==> config.mk <==
export PLATFORM = sky130hd
export DESIGN_NAME = wb_mux
export DESIGN_NICKNAME = d
export VERILOG_FILES = /design/src/rtl/wb_mux.sv
export SDC_FILE = /design/constraint.sdc
export NUM_CORES = 1
export LEC_CHECK = 0
export CELL_PAD_IN_SITES_DETAIL_PLACEMENT = 0
export CELL_PAD_IN_SITES_GLOBAL_PLACEMENT = 1
export CORE_MARGIN = 4
export CORE_UTILIZATION = 23
export DETAILED_ROUTE_END_ITERATION = 12
export PLACE_DENSITY_LB_ADDON = 0.15
export SLEW_MARGIN = 20
export SYNTH_ARGS = -nofsm -noshare
export SYNTH_HDL_FRONTEND = slang
export SYNTH_SLANG_ARGS = --single-unit
==> constraint.sdc <==
create_clock -name clk -period 4.9 [get_ports clk]
set_clock_uncertainty 0.05 [all_clocks]
set_input_delay 0.98 -clock clk [delete_from_list [all_inputs] [get_ports clk]]
set_output_delay 0.98 -clock clk [all_outputs]
set_load 0.01 [all_outputs]
**M1 wires**

Bar = 20 um. Cells faint in the background.
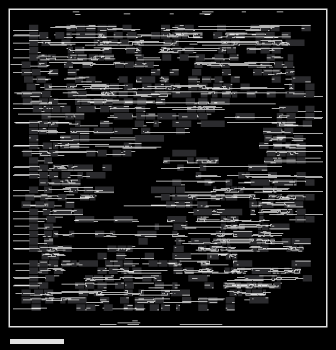
share of all routed wire: 39%
wire length on this layer: 4950 um
met1 Use GR: 21.23%
DR vias: 3287
drt total wl: 12850 um

**Metal 2**

Cells faint in the background.
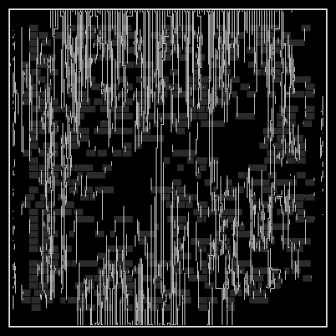
share of all routed wire: 53%
nets with wire on the layer: 602
longest straight run: 56.9 um
GR met2 Demand/Resource: 32.08%

**Metal 3**

Bar = 20 um. Cells faint in the background.
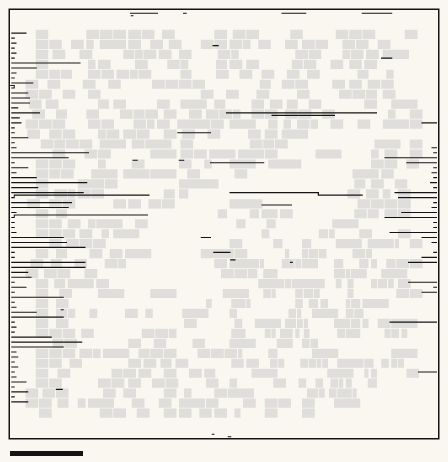
wire length on this layer: 803 um
share of all routed wire: 6.3%
nets with wire on the layer: 117
global routing usage on met3: 4.884%

**Sequential cells coloured by netlist name**

Other cells in grey.
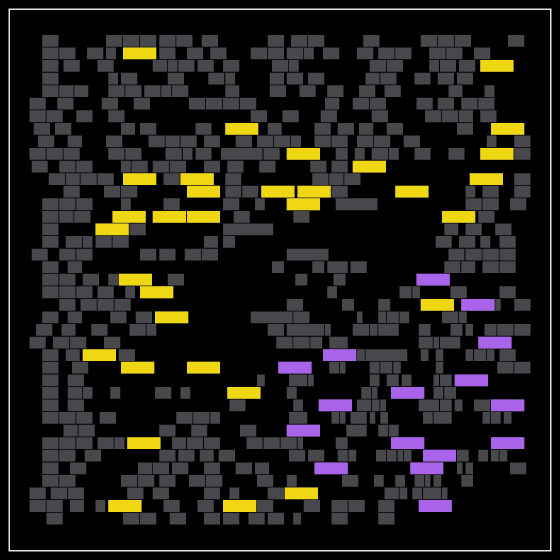
| name in the netlist | colour | flops |
|---|---|---|
| illegal_cnt | purple | 16 |
| wb_data_q | yellow | 32 |
post-layout util: 47.82%
fraction of area in registers: 17.45%
Reg area: 960.9 um2
Power Sequential: 0.414 mW

**Cell placement**

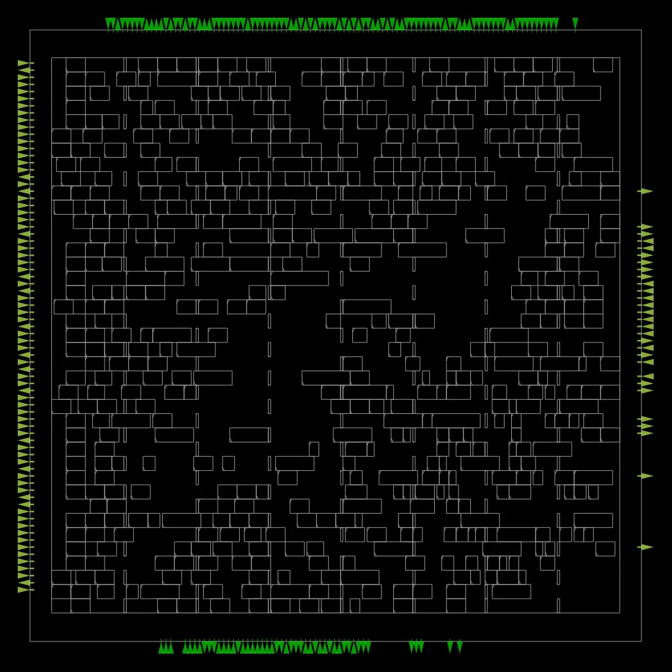
flop count: 48
filler instances: 1117
Floorplan Core Area: 11520 um2
n_taps: 143
Rows: 39

==> impl_metrics.py <==
# Physical implementation metrics
metrics = {
    "die": {
        "fp-utilization_pct": 23.65,
        "boundaryPins": 246,
        "die_h_um": 116.8,
        "die_area_um2": 13650,
        "die_w_um": 116.8,
    },
    "synthesis": {
        "edf_count": 0,
        "area_leaders": "dfxtp_1, a221o_1, mux2i_1",
        "ys_seq_share_pct": 35.28,
        "synthAdderAreaFrac_pct": 0.4593,
        "ys_sh_simple_pct": 19.06,
        "synth.cell_area_um2": 2724,
        "xor_area_share_pct": 0,
        "async_flop_share_pct": 0,
        "most_common_cell": "dfxtp_1",
        "mux_share_pct": 13.87,
        "synth_area_per_cell_um2": 9.491,
        "ys_cells": 287,
        "syn_inst": 287,
        "netlist.area_leader.share_pct": 35.28,
        "synth_cell_types": 39,
        "top_cells_by_count": "dfxtp_1, nor2b_1, a221o_1, mux2i_1, o2bb2ai_1",
        "ys_area_um2": 2724,
        "yosysWarnings": 0,
        "synth.net_count": 453,
        "synth-seq-cells": 48,
        "synth_top_flop_cell": "dfxtp_1",
        "ys_top_logic_family": "AND-OR/OR-AND gates",
    },
    "timing": {
        "finalClockPeriodUsage_pct": 85.73,
        "hold_violations": 0,
        "fmax_mhz": 238.0,
        "setup-tns-final_ps": 0,
        "maxSlewHeadroom_pct": 29.46,
        "worstMarginPinSlew_ps": 1058,
        "min_period_ps": 4201,
        "rsz0062_at_grt": "no",
        "setup_viol": 0,
    },
    "route": {
        "firstDrtPassIters": 4,
        "drt_iter0_markers": 108,
        "vias_per_cell": 4.921,
        "wl_per_cell_um": 19.24,
        "ant_nets": 0,
    },
    "clock_network": {
        "clockBufferDepth": 2,
        "clock-sinks": 48,
        "clk_transition_reported_paths_ps": 70,
        "tritoncts": "yes",
        "cts_resized": 0,
        "cts_buffers": 5,
        "root_buffer": "clkbuf_16",
        "cts_setup_buffers": 0,
        "cts_hold_buf": 0,
        "clock_latency_ps": 290,
    },
    "power": {
        "net-switching-power_mw": 0.2923,
        "p_int_mw": 0.8886,
        "power.density_nw_per_um2": 214.4,
        "p_leak_nw": 2.020,
        "switching_share_pct": 24.75,
        "p_clk_share_pct": 33.6,
        "ir_drop_v": 0.0001123,
        "comb_power_share_pct": 31.3,
    },
    "worst_setup_path": {
        "crit_chain": "clkdlybuf4s50_1 -> nor3b_2 -> buf_4 -> o2bb2ai_1 -> a221o_1 -> clkdlybuf4s50_1",
        "ff2ff_path_depth": 6,
        "crit_fanout": 27,
        "critical_path.top_delay_family": "buffers and inverters",
        "cp_num_cells": 6,
        "critPathKind": "primary input to primary output",
        "r2r_slack_ps": 2840,
        "cp_num_buf_inv": 3,
        "arrival_ps": 3170,
        "timing.critical_path.mode_cell": "clkdlybuf4s50_1",
        "cp.required_ps": 3870,
        "slowest_stage": "clkdlybuf4s50_1",
        "cp-start-kind": "primary input",
    },
    "final_layout": {
        "diodes": 0,
        "largest_register_ffs": 32,
        "area.growth.synth_to_final_pct": 102.2,
        "fin_nets": 690,
        "drive_gt1_share_pct": 6.286,
        "combGateArea_um2": 1663,
        "final_cell_area_um2": 5507,
    },
    "placed_design": {
        "hpwl_um": 9999,
        "place_congestion": 0.7280,
        "port_buffers": 245,
        "dpl_cell_area_um2": 5339,
    },
    "grt": {
        "grt_pass1_vias": 3518,
        "grt_util_all_layers_pct": 18.14,
        "grt_pass1_wl_um": 18950,
        "grt_antenna_before_repair": 0,
        "grt_overflow_total": 0,
    },
    "run": {
        "cap_violations": 0,
        "warnings": 26,
    },
    "outcome": {
        "status": "completed",
    },
    "min_path": {
        "hold_class": "register to register",
        "hold-path-cell-count": 2,
    },
}
cell families (layout without fill, tap and decap cells):
family	after synthesis	after routing
AOI/OAI and AO/OA	87	87
adders and majority gates	1	1
buffers and inverters	29	267
DFF	48	48
muxes	36	36
and+or+nand+nor	86	86
final cells by class:
cell class                      instances  share of cell area, %
Multi-Input combinational cell        210                  30.20
Inverter                                3                 0.2045
Sequential cell                        48                  17.45
Clock inverter                          3                 0.7726
Clock buffer                            5                  2.272
Tap cell                              143                  3.249
Timing Repair Buffer                  256                  45.85
routing by layer:
| layer | track usage, % | vias up | wire length, um |
|---|---|---|---|
| met5 | 0 | - | 0 |
| met4 | 5.963 | 0 | 293 |
| met3 | 4.884 | 17 | 802 |
| met2 | 32.08 | 133 | 6804 |
| met1 | 21.23 | 1540 | 4949 |
| li1 | - | 1597 | - |
per-stage QoR:
step / instances / utilization, % / hold WS (ps) / setup WS [ps] / power, mW
after floorplan: 287 / - / 470.9 / 1639 / 0.5438
after global placement: 660 / 46.36 / 451.4 / 775.8 / 0.7947
after detailed placement: 660 / 46.36 / 462.3 / 702.5 / 0.7963
after CTS: 668 / 47.82 / 472.7 / 684.6 / 1.204
after global routing: 668 / 47.82 / 531.8 / 501.6 / 1.240
final: 668 / 47.82 / 476.8 / 699.1 / 1.181
power groups by stage:
stage / Combinational (mW) / Clock [mW] / Sequential (mW)
6_report: 0.369 / 0.397 / 0.414
5_1_grt: 0.396 / 0.428 / 0.416
4_1_cts: 0.375 / 0.415 / 0.414
3_5_place_dp: 0.373 / 0 / 0.423
3_3_place_gp: 0.372 / 0 / 0.423
2_1_floorplan: 0.111 / 0 / 0.432
worst reg2reg max path: cells and delay by family (launching register included):
kind	cells	cell delay, ps
flip-flops	1	450
adder cells (fa/ha/maj)	1	210
AND/OR/NAND/NOR	3	700
buffers and inverters	1	280
multiplexers	1	260
cells in the final DEF, fill, tap and decap left out, drive strengths merged, types with 8 or more instances in the layout:
cell and instances:
a21oi 8, a221o 31, buf 13, clkdlybuf4s50 243, dfxtp 48, mux2i 31
nor2 8, nor2b 36, o2bb2ai 31
Power figures rest on the tool's default switching activity, not on a simulated workload.
